[src/rtl/cpu_io_pkg.sv]
// Shared definitions for the CPU I/O port responder: default port width,
// idle word and the TX sequencing states.
package cpu_io_pkg;

  localparam int unsigned         DW_DEFAULT        = 30;
  localparam logic [DW_DEFAULT-1:0] IDLE_WORD_DEFAULT = 30'h2100_0000;

  typedef enum logic [1:0] {
    IDLE,
    STROBE,
    GAP
  } tx_state_t;

endpackage

[src/rtl/cpu_io_rx_fifo.sv]
// First-word-fall-through receive FIFO holding words captured from the CPU
// output port; pointers carry one extra wrap bit to tell full from empty.
module cpu_io_rx_fifo #(
  parameter int DW    = 30,
  parameter int DEPTH = 4
) (
  input  logic                     clk,
  input  logic                     rst,
  input  logic                     push,
  input  logic [DW-1:0]            push_data,
  input  logic                     pop,
  output logic [DW-1:0]            head_data,
  output logic                     empty,
  output logic                     full,
  output logic [$clog2(DEPTH):0]   count
);

  localparam int AW = $clog2(DEPTH);

  logic [AW:0]   wr_q, wr_d;
  logic [AW:0]   rd_q, rd_d;
  logic [AW:0]   count_q, count_d;
  logic [DW-1:0] mem_q [DEPTH];
  logic          push_ok;
  logic          pop_ok;

  assign empty     = (wr_q == rd_q);
  assign full      = ((wr_q - rd_q) == (AW+1)'(DEPTH));
  assign head_data = mem_q[rd_q[AW-1:0]];
  assign count     = count_q;

  // A push into a full FIFO still lands when the head leaves in the same cycle.
  assign pop_ok  = pop && !empty;
  assign push_ok = push && (!full || pop_ok);

  always_comb begin
    // NOTE: every always_comb output gets a default first so no latch is inferred.
    wr_d    = wr_q;
    rd_d    = rd_q;
    if (push_ok) wr_d = wr_q + 1'b1;
    if (pop_ok)  rd_d = rd_q + 1'b1;
    count_d = wr_d - rd_d;
  end

  // NOTE: sequential state uses non-blocking assignments so all flops update together.
  always_ff @(posedge clk or negedge rst) begin
    if (!rst) begin
      wr_q    <= '0;
      rd_q    <= '0;
      count_q <= '0;
    end else begin
      wr_q    <= wr_d;
      rd_q    <= rd_d;
      count_q <= count_d;
    end
  end

  // NOTE: storage is deliberately not reset; the pointers alone define what is valid.
  always_ff @(posedge clk) begin
    if (push_ok) mem_q[wr_q[AW-1:0]] <= push_data;
  end

endmodule

[src/rtl/cpu_io_port_responder.sv]
// External-side responder for the CPU I/O port: captures CPU output words into
// a receive FIFO for the host and paces host response words onto the CPU input.
module cpu_io_port_responder
  import cpu_io_pkg::*;
#(
  parameter int            DW        = DW_DEFAULT,
  parameter int            DEPTH     = 4,
  parameter logic [DW-1:0] IDLE_WORD = DW'(IDLE_WORD_DEFAULT),
  parameter int            MIN_GAP   = 2
) (
  input  logic                   clk,
  input  logic                   rst,
  input  logic                   cpu_y_valid,
  input  logic [DW-1:0]          cpu_y_data,
  output logic                   cpu_x_valid,
  output logic [DW-1:0]          cpu_x_data,
  output logic                   host_rx_valid,
  output logic [DW-1:0]          host_rx_data,
  input  logic                   host_rx_ready,
  input  logic                   host_tx_valid,
  input  logic [DW-1:0]          host_tx_data,
  output logic                   host_tx_ready,
  output logic [$clog2(DEPTH):0] rx_count,
  output logic                   overflow
);

  localparam int GW = $clog2(MIN_GAP + 1);

  logic          y_q;
  logic          push;
  logic          fifo_empty;
  logic          fifo_full;
  logic          overflow_q, overflow_d;
  tx_state_t     state_q, state_d;
  logic [GW-1:0] gap_q, gap_d;
  logic [DW-1:0] x_data_q, x_data_d;

  // Only a rising edge of the CPU strobe is a new word.
  assign push = cpu_y_valid && !y_q;

  cpu_io_rx_fifo #(
    .DW    (DW),
    .DEPTH (DEPTH)
  ) u_rx_fifo (
    .clk       (clk),
    .rst       (rst),
    .push      (push),
    .push_data (cpu_y_data),
    .pop       (host_rx_ready),
    .head_data (host_rx_data),
    .empty     (fifo_empty),
    .full      (fifo_full),
    .count     (rx_count)
  );

  assign host_rx_valid = !fifo_empty;
  assign overflow      = overflow_q;
  assign cpu_x_data    = x_data_q;

  always_comb begin
    overflow_d = overflow_q;
    if (push && fifo_full && !host_rx_ready) overflow_d = 1'b1;
  end

  always_ff @(posedge clk or negedge rst) begin
    if (!rst) begin
      y_q        <= 1'b0;
      overflow_q <= 1'b0;
      state_q    <= IDLE;
      gap_q      <= '0;
      x_data_q   <= IDLE_WORD;
    end else begin
      y_q        <= cpu_y_valid;
      overflow_q <= overflow_d;
      state_q    <= state_d;
      gap_q      <= gap_d;
      x_data_q   <= x_data_d;
    end
  end

  // GAP lasts MIN_GAP-1 cycles, giving strobes MIN_GAP+1 cycles apart.
  always_comb begin
    state_d  = state_q;
    gap_d    = gap_q;
    x_data_d = x_data_q;
    unique case (state_q)
      IDLE: begin
        if (host_tx_valid) begin
          x_data_d = host_tx_data;
          state_d  = STROBE;
        end
      end
      STROBE: begin
        gap_d   = GW'(MIN_GAP - 1);
        state_d = (MIN_GAP == 1) ? IDLE : GAP;
      end
      GAP: begin
        gap_d = gap_q - 1'b1;
        if (gap_q <= GW'(1)) state_d = IDLE;
      end
      default: state_d = IDLE;
    endcase
  end

  always_comb begin
    cpu_x_valid   = (state_q == STROBE);
    host_tx_ready = (state_q == IDLE);
  end

endmodule
[config.mk]
export PLATFORM = sky130hd
export DESIGN_NAME = cpu_io_port_responder
export DESIGN_NICKNAME = d
export VERILOG_FILES = /design/src/rtl/cpu_io_pkg.sv /design/src/rtl/cpu_io_rx_fifo.sv /design/src/rtl/cpu_io_port_responder.sv
export SDC_FILE = /design/constraint.sdc
export NUM_CORES = 1
export LEC_CHECK = 0
export ABC_AREA = 1
export CAP_MARGIN = 20
export CORE_ASPECT_RATIO = 1.25
export CORE_MARGIN = 2
export CORE_UTILIZATION = 40
export CTS_CLUSTER_DIAMETER = 30
export DETAILED_ROUTE_END_ITERATION = 16
export DONT_BUFFER_PORTS = 1
export GPL_TIMING_DRIVEN = 0
export HOLD_SLACK_MARGIN = 0.1
export PLACE_DENSITY_LB_ADDON = 0.25
export SETUP_SLACK_MARGIN = 0.2
export SYNTH_ARGS = -nofsm -noshare
export SYNTH_HDL_FRONTEND = slang
export SYNTH_SLANG_ARGS = --single-unit
[constraint.sdc]
create_clock -name clk -period 3.2 [get_ports clk]
set_input_delay 0.8 -clock clk [delete_from_list [all_inputs] [get_ports clk]]
set_output_delay 0.8 -clock clk [all_outputs]
set_load 0.02 [all_outputs]
Placement view:
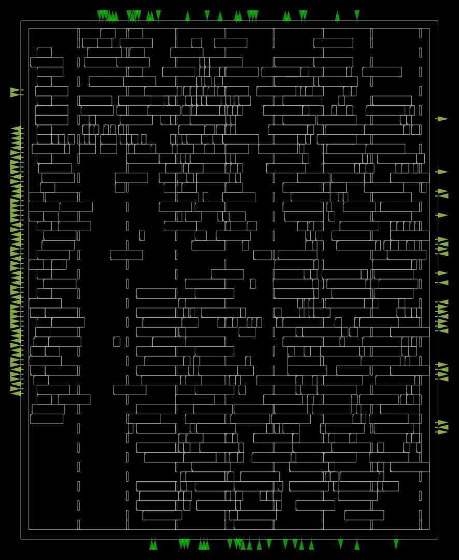
final cell count without fillers: 722
number of filler cells placed in the layout: 1439
Final Core Density: 0.473
register share of the cell area: 0.625
Flops: 165

==> run notes <==
On the backend side, the flow ran end to end.

The floorplan step defined a core boundary enclosing 16000 µm². The power drawn by the clock network stands at 1.90 mW. The tree is rooted in a sky130_fd_sc_hd__clkbuf_16.

Sorting the synthesized cells by area gives the leading types as sky130_fd_sc_hd__edfxtp_1 56%, sky130_fd_sc_hd__dfrtp_1 17%, sky130_fd_sc_hd__mux2_2 5.2%, sky130_fd_sc_hd__o21ai_0 4.9%, sky130_fd_sc_hd__nor2_1 3.9%. The peak fanout along the critical path stands at 10. Of the combinational cells, the family taking the most area is AND-OR/OR-AND gates. Summed over all instances, the cell type with the most area after synthesis is sky130_fd_sc_hd__edfxtp_1. The global route total overflow stands at 0. According to the Yosys statistics, the synthesized design has a chip area of 6480 µm². Yosys reported that registers with async set or reset make up 0.273. The cell-mix breakdown from Yosys lists the adder-cell area share as 0.0262. The time the final worst path needs with I/O delays and setup stands at 2.86 ns. The number of maximum-capacitance constraint violations stands at 0. A synthesized cell averages 13.9 µm². The fraction of the cycle the final worst path needs stands at 0.894. Counting flops with a built-in enable in the synthesized netlist gives 120. Per the timing report, the most critical flop-to-flop path finishes at u_rx_fifo.count[2]. Switching power as a fraction of the total was reported as 0.392.

The cell row count stands at 52. The final HPWL from detailed placement stands at 8880 µm. Among logic cells in the layout, the one with the most instances is sky130_fd_sc_hd__edfxtp_1. Of the cells placed in the final design, the portion with a size suffix greater than 1 is 0.211. The xor/xnor cell area share of the yosys netlist stands at 0.00521. According to the report, the first pass of detailed routing completed in 4 iterations. Counting cells, the worst reg-to-reg path comes to 19.

The area share of the leading cell type in the synthesized netlist stands at 0.556. Yosys reported a register bit count of 165. Per the timing report, the most critical flop-to-flop path originates at u_rx_fifo.rd_q[1]. Per the gpl log, the routability congestion estimate is 0.716. The number of antenna violations at the first check in global routing came to 0. The ratio of total power to cell area stands at 1060 nW/µm². The registers of the reported paths see a clock transition of 0.06 ns. The first global-routing pass estimated 21500 µm of wire. TritonCTS built the clock tree. After the first detailed-routing iteration, the DRC count stood at 284. After detailed routing, the total wire length is 13800 µm.

The CTS log lists the clock sinks for this run as 165. The required time at the worst-slack endpoint stands at 2.40 ns. The count of final setup violators stands at 0.

In this run, the synthesized area fraction spent on and/or/nand/nor cells is recorded as 0.0729. The number of antenna cells inserted stands at 0. The pin count of the biggest net entering global routing stands at 44. The post-detailed-route wirelength per cell stands at 19.1 µm. The DRC violation total left in the routed layout is recorded as 0.

The count of buffers added on input and output ports is 0. The total die size stands at 17300 µm². The worst setup path is launched from a register. The most critical setup path has its endpoint at host_rx_data[12].

In the layout the commonest cells are 120 x sky130_fd_sc_hd__edfxtp_1, 64 x sky130_fd_sc_hd__nor2_1, 64 x sky130_fd_sc_hd__o21ai_0. Of the total power, registers draw 0.414. The combinational gate area stands at 1660 µm². Looking at the max-slew report, the worst-margin pin has a slew of 0.821 ns. Of the total synthesized cell area, the portion taken by AND-OR and OR-AND cells is 0.0830. The count of warnings emitted by yosys stands at 0. The part of the total power dissipated in combinational logic stands at 0.349.

The run finished with clean final reports. The most critical min-delay path falls under input pin to asynchronous set/reset pin. The sequential logic power stands at 3.31 mW. The power report attributes to the clock group a share of 0.237. VDD sags by at most 0.396 mV. The multiplexer share of the synthesized area stands at 0.0521.

The logs give a warning total of 33. On the final layout, the worst clock skew is 0.00536 ns. The largest buffer count on any clock path stands at 2.
Close-up of the layout:
Bar = 20 µm. Region (4, 12) to (54, 62) µm. Cells in gray, sequential cells in the stronger gray; small squares are vias.
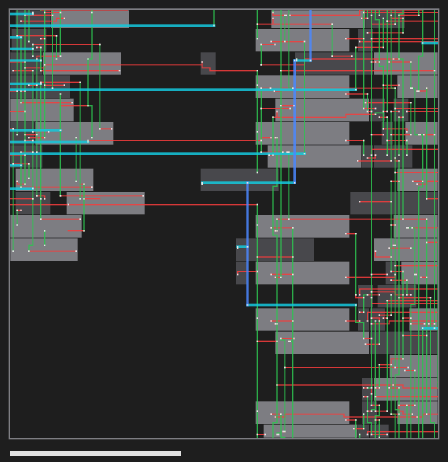
red -> M1
green -> M2
blue -> M4
cyan -> M3
netlist names of flops here include = u_rx_fifo.mem_q (16), cpu_x_data (8)
most frequent = edfxtp_1 (16), mux2_2 (8), dfrtp_1 (8)
cells with their middle in the window = 55
sequential cells in the window = 24

[critical path, stage by stage, from the launching register on]
cell	delay, ns
sky130_fd_sc_hd__dfrtp_1	0.37
sky130_fd_sc_hd__buf_2	0.19
sky130_fd_sc_hd__clkbuf_1	0.42
sky130_fd_sc_hd__o21ai_0	0.18
sky130_fd_sc_hd__o22ai_1	0.48
[metrics by stage]
stage | instance area (µm²) | hold WS (ns) | cells | power (mW) | setup slack (ns)
floorplan | 6480 | 0.481 | 467 | 5.27 | -0.114
global placement | 6760 | 0.499 | 683 | 5.91 | -1.78
detailed placement | 6860 | 0.505 | 686 | 6.01 | -0.268
CTS | 7490 | 0.196 | 719 | 8.02 | 0.200
global route | 7570 | 0.191 | 722 | 8.49 | 0.203
finish | 7570 | 0.221 | 722 | 8.00 | 0.339
[per-layer routing]
layer,part of all wire,GRT usage
met5,0,0
met1,0.38,0.178
met2,0.52,0.293
met4,0.017,0.0687
met3,0.076,0.0602
[timing repair]
item / 4_1_cts / 5_1_grt
pin swaps: 1 / 0
buffers inserted: 2 / 3
gates resized: 12 / 16
hold buffers: 1 / 0
endpoints found under the hold margin: 43 / 0
setup endpoints to repair: 107 / 28
[area by class of cell]
cell class | instances | area share
Sequential cell | 165 | 0.625
Tap cell | 216 | 0.0357
Buffer | 22 | 0.0141
Multi-Input combinational cell | 254 | 0.220
Clock inverter | 10 | 0.0144
Inverter | 26 | 0.0147
Clock buffer | 20 | 0.0577
Timing Repair Buffer | 9 | 0.0185
[sequential cells by signal, indices dropped and copies added (netlist names)]
signal / count
y_q: 1
u_rx_fifo.mem_q: 120
gap_q: 2
u_rx_fifo.count: 3
u_rx_fifo.wr_q: 3
overflow: 1
u_rx_fifo.rd_q: 3
cpu_x_data: 30
state_q: 2
No activity file was given, so power comes from the tool's default toggle rates.
